Fig. 1: cells colored by class
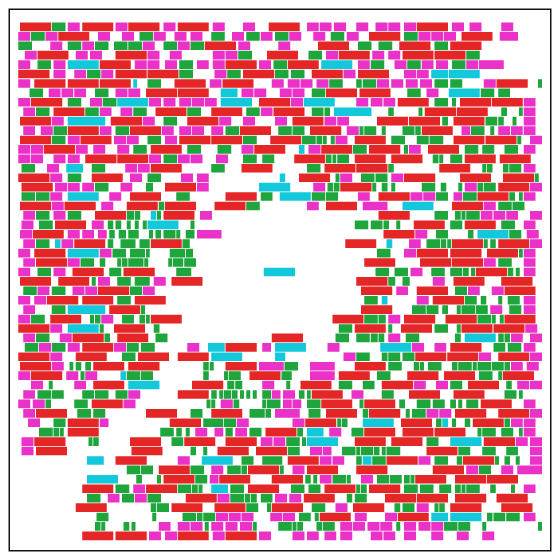
Fig. 2: wiring by layer
Bar = 50 µm.
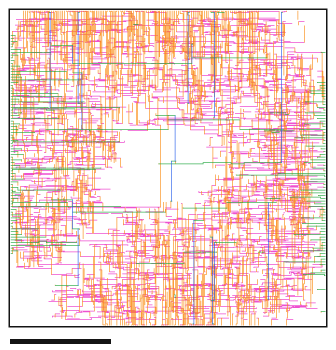
Fig. 3: congestion heat map
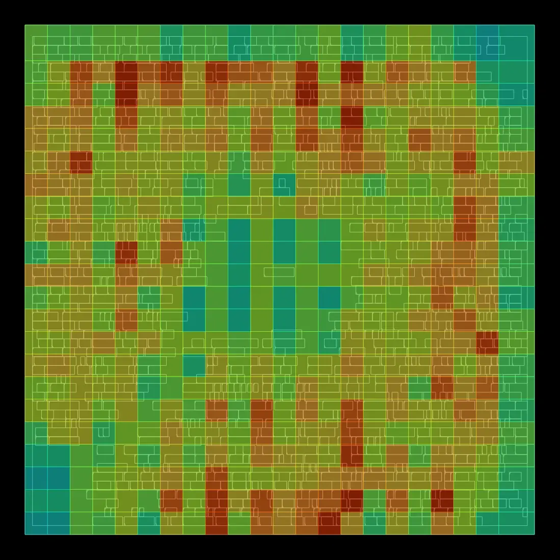
Fig. 4: routed metal per tile
Bar = 50 µm. The die is cut into 31 by 31 equal tiles; dark blue is low, red is high, scaled to the fullest tile. Values are wire area over tile area, all layers added.
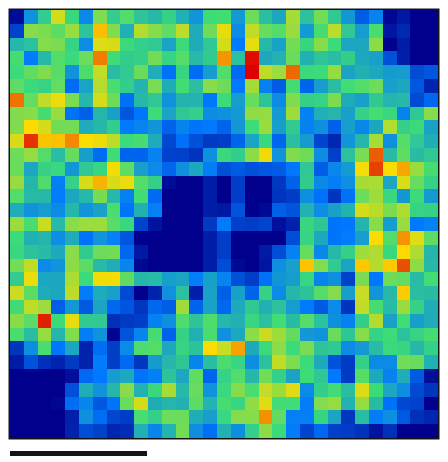
File: src/rtl/axi_reg_bridge.sv
// axi_reg_bridge: 64-bit AXI-Lite style slave that turns each write/read
// transaction into a single-cycle strobe towards a register manager.
// Write and read paths are independent state machines.
// Optional macro REG_ADDR_ALIGN_CHECK_EN: AW/AR addresses that are not
// 8-byte aligned are rejected with SLVERR and never reach the register manager.
module axi_reg_bridge #(
  parameter int RD_LATENCY = 1,  // o_reg_ren to i_reg_rdata valid, 1..7
  parameter int ADDR_W     = 16  // AXI address width, at least 16
) (
  input  logic              clk,
  input  logic              rst_n,
  input  logic [ADDR_W-1:0] s_axi_awaddr,
  input  logic              s_axi_awvalid,
  output logic              s_axi_awready,
  input  logic [63:0]       s_axi_wdata,
  input  logic [7:0]        s_axi_wstrb,
  input  logic              s_axi_wvalid,
  output logic              s_axi_wready,
  output logic [1:0]        s_axi_bresp,
  output logic              s_axi_bvalid,
  input  logic              s_axi_bready,
  input  logic [ADDR_W-1:0] s_axi_araddr,
  input  logic              s_axi_arvalid,
  output logic              s_axi_arready,
  output logic [63:0]       s_axi_rdata,
  output logic [1:0]        s_axi_rresp,
  output logic              s_axi_rvalid,
  input  logic              s_axi_rready,
  output logic              o_reg_wen,
  output logic [15:0]       o_reg_waddr,
  output logic [63:0]       o_reg_wdata,
  output logic              o_reg_ren,
  output logic [15:0]       o_reg_raddr,
  input  logic [63:0]       i_reg_rdata
);

  localparam logic [2:0] RD_LAST = 3'(RD_LATENCY - 1);
  localparam logic [1:0] RESP_OKAY   = 2'b00;
  localparam logic [1:0] RESP_SLVERR = 2'b10;

  typedef enum logic [1:0] {W_IDLE, W_ISSUE, W_RESP} wstate_t;
  typedef enum logic [1:0] {R_IDLE, R_ISSUE, R_WAIT, R_RESP} rstate_t;

  // Write path state
  wstate_t     r_wstate;
  logic        r_aw_full, r_w_full;
  logic [15:0] r_awaddr;
  logic [63:0] r_wdata;
  logic [7:0]  r_wstrb;
  logic        r_awready, r_wready, r_bvalid;
  logic [1:0]  r_bresp;
  logic        r_reg_wen;
  logic [15:0] r_reg_waddr;
  logic [63:0] r_reg_wdata;

  // Read path state
  rstate_t     r_rstate;
  logic        r_arready, r_rvalid, r_rd_err;
  logic [2:0]  r_rcnt;
  logic [63:0] r_rdata;
  logic [1:0]  r_rresp;
  logic        r_reg_ren;
  logic [15:0] r_reg_raddr;

  // Handshakes and "latched or arriving now" selections
  logic        w_aw_hs, w_w_hs, w_ar_hs;
  logic        w_aw_have, w_w_have;
  logic [15:0] w_awaddr_sel;
  logic [63:0] w_wdata_sel;
  logic [7:0]  w_wstrb_sel;
  logic        w_aw_misalign, w_ar_misalign, w_wr_ok;

  assign w_aw_hs      = s_axi_awvalid & r_awready;
  assign w_w_hs       = s_axi_wvalid & r_wready;
  assign w_ar_hs      = s_axi_arvalid & r_arready;
  assign w_aw_have    = r_aw_full | w_aw_hs;
  assign w_w_have     = r_w_full | w_w_hs;
  assign w_awaddr_sel = w_aw_hs ? s_axi_awaddr[15:0] : r_awaddr;
  assign w_wdata_sel  = w_w_hs ? s_axi_wdata : r_wdata;
  assign w_wstrb_sel  = w_w_hs ? s_axi_wstrb : r_wstrb;

`ifdef REG_ADDR_ALIGN_CHECK_EN
  assign w_aw_misalign = (w_awaddr_sel[2:0] != 3'd0);
  assign w_ar_misalign = (s_axi_araddr[2:0] != 3'd0);
`else
  assign w_aw_misalign = 1'b0;
  assign w_ar_misalign = 1'b0;
`endif

  // Only full-word, acceptable writes reach the register manager
  assign w_wr_ok = (w_wstrb_sel == 8'hFF) && !w_aw_misalign;

  // Write FSM: collect AW and W in any order, issue one strobe, then respond
  always_ff @(posedge clk or negedge rst_n) begin
    if (!rst_n) begin
      r_wstate    <= W_IDLE;
      r_aw_full   <= 1'b0;
      r_w_full    <= 1'b0;
      r_awaddr    <= '0;
      r_wdata     <= '0;
      r_wstrb     <= '0;
      r_awready   <= 1'b0;
      r_wready    <= 1'b0;
      r_bvalid    <= 1'b0;
      r_bresp     <= RESP_OKAY;
      r_reg_wen   <= 1'b0;
      r_reg_waddr <= '0;
      r_reg_wdata <= '0;
    end else begin
      case (r_wstate)
        W_IDLE: begin
          if (w_aw_hs) begin
            r_aw_full <= 1'b1;
            r_awaddr  <= s_axi_awaddr[15:0];
          end
          if (w_w_hs) begin
            r_w_full <= 1'b1;
            r_wdata  <= s_axi_wdata;
            r_wstrb  <= s_axi_wstrb;
          end
          if (w_aw_have && w_w_have) begin
            r_wstate    <= W_ISSUE;
            r_awready   <= 1'b0;
            r_wready    <= 1'b0;
            r_reg_wen   <= w_wr_ok;
            r_reg_waddr <= w_awaddr_sel;
            r_reg_wdata <= w_wdata_sel;
            r_bresp     <= w_wr_ok ? RESP_OKAY : RESP_SLVERR;
          end else begin
            // Each ready stays up until its own channel has been captured
            r_awready <= !w_aw_have;
            r_wready  <= !w_w_have;
          end
        end
        W_ISSUE: begin
          r_reg_wen <= 1'b0;
          r_bvalid  <= 1'b1;
          r_wstate  <= W_RESP;
        end
        W_RESP: begin
          if (s_axi_bready) begin
            r_bvalid  <= 1'b0;
            r_aw_full <= 1'b0;
            r_w_full  <= 1'b0;
            r_awready <= 1'b1;
            r_wready  <= 1'b1;
            r_wstate  <= W_IDLE;
          end
        end
        default: r_wstate <= W_IDLE;
      endcase
    end
  end

  // Read FSM: accept AR, strobe once, wait RD_LATENCY cycles, then respond
  always_ff @(posedge clk or negedge rst_n) begin
    if (!rst_n) begin
      r_rstate    <= R_IDLE;
      r_arready   <= 1'b0;
      r_rvalid    <= 1'b0;
      r_rd_err    <= 1'b0;
      r_rcnt      <= '0;
      r_rdata     <= '0;
      r_rresp     <= RESP_OKAY;
      r_reg_ren   <= 1'b0;
      r_reg_raddr <= '0;
    end else begin
      case (r_rstate)
        R_IDLE: begin
          if (w_ar_hs) begin
            r_arready   <= 1'b0;
            r_reg_raddr <= s_axi_araddr[15:0];
            r_reg_ren   <= !w_ar_misalign;
            r_rd_err    <= w_ar_misalign;
            r_rstate    <= R_ISSUE;
          end else begin
            r_arready <= 1'b1;
          end
        end
        R_ISSUE: begin
          r_reg_ren <= 1'b0;
          r_rcnt    <= '0;
          r_rstate  <= R_WAIT;
        end
        R_WAIT: begin
          if (r_rcnt == RD_LAST) begin
            r_rdata  <= r_rd_err ? 64'd0 : i_reg_rdata;
            r_rresp  <= r_rd_err ? RESP_SLVERR : RESP_OKAY;
            r_rvalid <= 1'b1;
            r_rstate <= R_RESP;
          end else begin
            r_rcnt <= r_rcnt + 3'd1;
          end
        end
        R_RESP: begin
          if (s_axi_rready) begin
            r_rvalid  <= 1'b0;
            r_arready <= 1'b1;
            r_rstate  <= R_IDLE;
          end
        end
        default: r_rstate <= R_IDLE;
      endcase
    end
  end

  assign s_axi_awready = r_awready;
  assign s_axi_wready  = r_wready;
  assign s_axi_bvalid  = r_bvalid;
  assign s_axi_bresp   = r_bresp;
  assign s_axi_arready = r_arready;
  assign s_axi_rvalid  = r_rvalid;
  assign s_axi_rdata   = r_rdata;
  assign s_axi_rresp   = r_rresp;
  assign o_reg_wen     = r_reg_wen;
  assign o_reg_waddr   = r_reg_waddr;
  assign o_reg_wdata   = r_reg_wdata;
  assign o_reg_ren     = r_reg_ren;
  assign o_reg_raddr   = r_reg_raddr;

endmodule

File: config.mk
export PLATFORM = sky130hd
export DESIGN_NAME = axi_reg_bridge
export DESIGN_NICKNAME = d
export VERILOG_FILES = /design/src/rtl/axi_reg_bridge.sv
export SDC_FILE = /design/constraint.sdc
export NUM_CORES = 1
export LEC_CHECK = 0
export CAP_MARGIN = 0
export CORE_MARGIN = 2
export CORE_UTILIZATION = 47
export CTS_CLUSTER_SIZE = 20
export DETAILED_ROUTE_END_ITERATION = 7
export MAX_ROUTING_LAYER = met4
export PLACE_DENSITY = 0.81
export SYNTH_ARGS = -nofsm -noshare
export SYNTH_HDL_FRONTEND = slang
export SYNTH_SLANG_ARGS = --single-unit
export TNS_END_PERCENT = 50
File: constraint.sdc
create_clock -name clk -period 2.5 [get_ports clk]
set_clock_uncertainty 0.1 [all_clocks]
set_input_delay 0.375 -clock clk [delete_from_list [all_inputs] [get_ports clk]]
set_output_delay 0.375 -clock clk [all_outputs]
set_load 0.005 [all_outputs]
==> impl_metrics.json <==
{
  "path_delay_family": "buffers and inverters",
  "ys_sh_simple": 0.04596,
  "synth-async-reset-ratio": 1.000,
  "finalSetupViolations": 0,
  "cts_buffer_depth": 3,
  "pwr.group.clock_mw": 4.18,
  "largest_area_cell": "sky130_fd_sc_hd__dfrtp_1",
  "design_area_um2": 15510,
  "yosys.cell_types.count": 31,
  "core_area_um2": 22640,
  "dominant_cells": "sequential cells",
  "cts_setup_buffers": 0,
  "synth.mux.area_fraction": 0.2514,
  "grt_pass1_vias": 7797,
  "drc_errors": 0,
  "n_sequential_cell": 265,
  "setup-tns-final_ns": 0,
  "taps": 285,
  "cts_made_buffers": 27,
  "clkLatencyLatePin_ns": 0.52,
  "finalHoldViolCount": 0,
  "max_clock_freq_ghz": 0.5029,
  "cts_root_buffer": "sky130_fd_sc_hd__clkbuf_16",
  "placed_standard_cell_area_um2": 14560,
  "hold_path_class": "in -> async",
  "yosysMostFrequentCell": "sky130_fd_sc_hd__dfrtp_1",
  "cts_hold_buf": 1,
  "most_common_logic_cell_in_the_routed_design": "sky130_fd_sc_hd__clkdlybuf4s50_1",
  "yosys.area_share.xor_xnor": 0,
  "worstMarginPinSlew_ns": 0.5144,
  "power.share.clock": 0.204,
  "p_comb_frac": 0.418,
  "final_cell_mix": "341 x sky130_fd_sc_hd__clkdlybuf4s50_1, 265 x sky130_fd_sc_hd__dfrtp_1, 155 x sky130_fd_sc_hd__mux2_2, 87 x sky130_fd_sc_hd__nor2_1, 86 x sky130_fd_sc_hd__a21oi_1",
  "insertedDiodeCount": 3,
  "power_frac_seq": 0.378,
  "post-route-period-util": 0.7954,
  "worst_ep_arrival_time_ns": 1.51,
  "top_cell_area_share": 0.6120,
  "finalCriticalPeriod_ns": 1.988,
  "yosys.stat.seqShare": 0.6120,
  "vdd_ir_drop_max_v": 0.0007435,
  "groute.layer.met3.usage": 0.05194,
  "final_cells": 1449,
  "grt_setup_unrepaired": "no",
  "power_switching_mw": 6.262,
  "switching_share_of_power": 0.3063,
  "multiInputCombCellCount": 479,
  "timing.critical_path.slowest_cell_delay_ns": 0.56,
  "pin_count_of_the_biggest_net_entering_global_routing": 81,
  "crit_path_end": "s_axi_wready",
  "fillers": 1610,
  "topCellsByArea": "sky130_fd_sc_hd__dfrtp_1 61%, sky130_fd_sc_hd__mux2_2 16%, sky130_fd_sc_hd__mux2i_1 7.6%",
  "clk_transition_reported_paths_ns": 0.06,
  "outcome": "completed",
  "edf_count": 0,
  "worst_ep_required_time_ns": 2.03,
  "worst_setup_path_start_kind": "flip-flop",
  "dp.final_hpwl_um": 18390,
  "dpl.cell_count": 1396,
  "crit_cells": 1,
  "placementRows": 55,
  "synth-cells-yosys": 796,
  "tritoncts_clock_tree": "built",
  "worstPathMaxFanout": 4,
  "yosys_stat_chip_area_um2": 10840,
  "drt_antenna_net_count": 0,
  "core_util_floorplan": 0.4786,
  "finalWirelength_um": 26540,
  "chipArea_um2": 24280,
  "cp_num_buf_inv": 1,
  "firstDrtPassIters": 4,
  "r2r.worst_path.cells": 5,
  "r2r_end": "s_axi_rdata[9]",
  "postSynthAreaPerCell_um2": 13.61,
  "power.group.top": "combinational logic",
  "grt_antenna_before_repair": 3,
  "non_clock_buffer_count": 362,
  "cts_resized": 0,
  "area_growth_syn_to_layout_pct": 43.18,
  "grt_overflow": 0,
  "fp.dieH_um": 155.8,
  "pwr.group.sequential_mw": 7.72,
  "rrSetupSlack_ns": 0.59,
  "final_critical_path_setup_slack_ns": 0.5115,
  "powerDensity_nw_per_um2": 1318,
  "inverters_excl_clock": 6,
  "mappedNetlistArea_um2": 10840,
  "clock_sink_count": 265,
  "regArea_um2": 6631,
  "critical_path.endpoint_type": "primary output",
  "yosysWarnings": 0,
  "vias": 7460
}
About Fig. 1:
color	class	cells
red	registers	265
green	remaining logic cells	485
magenta	remaining buffers and delay cells	362
cyan	clock drivers and dummy loads	49

About Fig. 2:
color	layer	wire length
orange	M2	13,100 µm
blue	M4	563 µm
magenta	M1	11,100 µm
green	M3	1,800 µm

About Fig. 3:
busiest layer in global routing: met2
Total GRT Usage: 0.2230
met1 Resource Use GR: 0.2874
routed length per instance: 18.32 µm

About Fig. 4:
emptiest ninth of the die	center
fullest tile	0.46
nearly empty tiles	8.0%

worst reg2reg max path: stages, from the launching register on:
cell and delay, ns:
sky130_fd_sc_hd__dfrtp_1 0.40, sky130_fd_sc_hd__inv_1 0.08, sky130_fd_sc_hd__ha_1 0.29, sky130_fd_sc_hd__nand3b_1 0.17, sky130_fd_sc_hd__buf_12 0.32, sky130_fd_sc_hd__mux2_2 0.44
state kept, by name, summed over array words and instances (netlist names):
signal         cells
o_reg_wen          1
s_axi_wready       1
r_wstrb            8
o_reg_ren          1
r_wstate           2
s_axi_bresp        1
r_rcnt             3
o_reg_raddr       16
s_axi_awready      1
s_axi_rdata       64
s_axi_rvalid       1
r_w_full           1
o_reg_wdata       64
s_axi_bvalid       1
o_reg_waddr       16
r_aw_full          1
r_wdata           64
r_awaddr          16
s_axi_arready      1
r_rstate           2
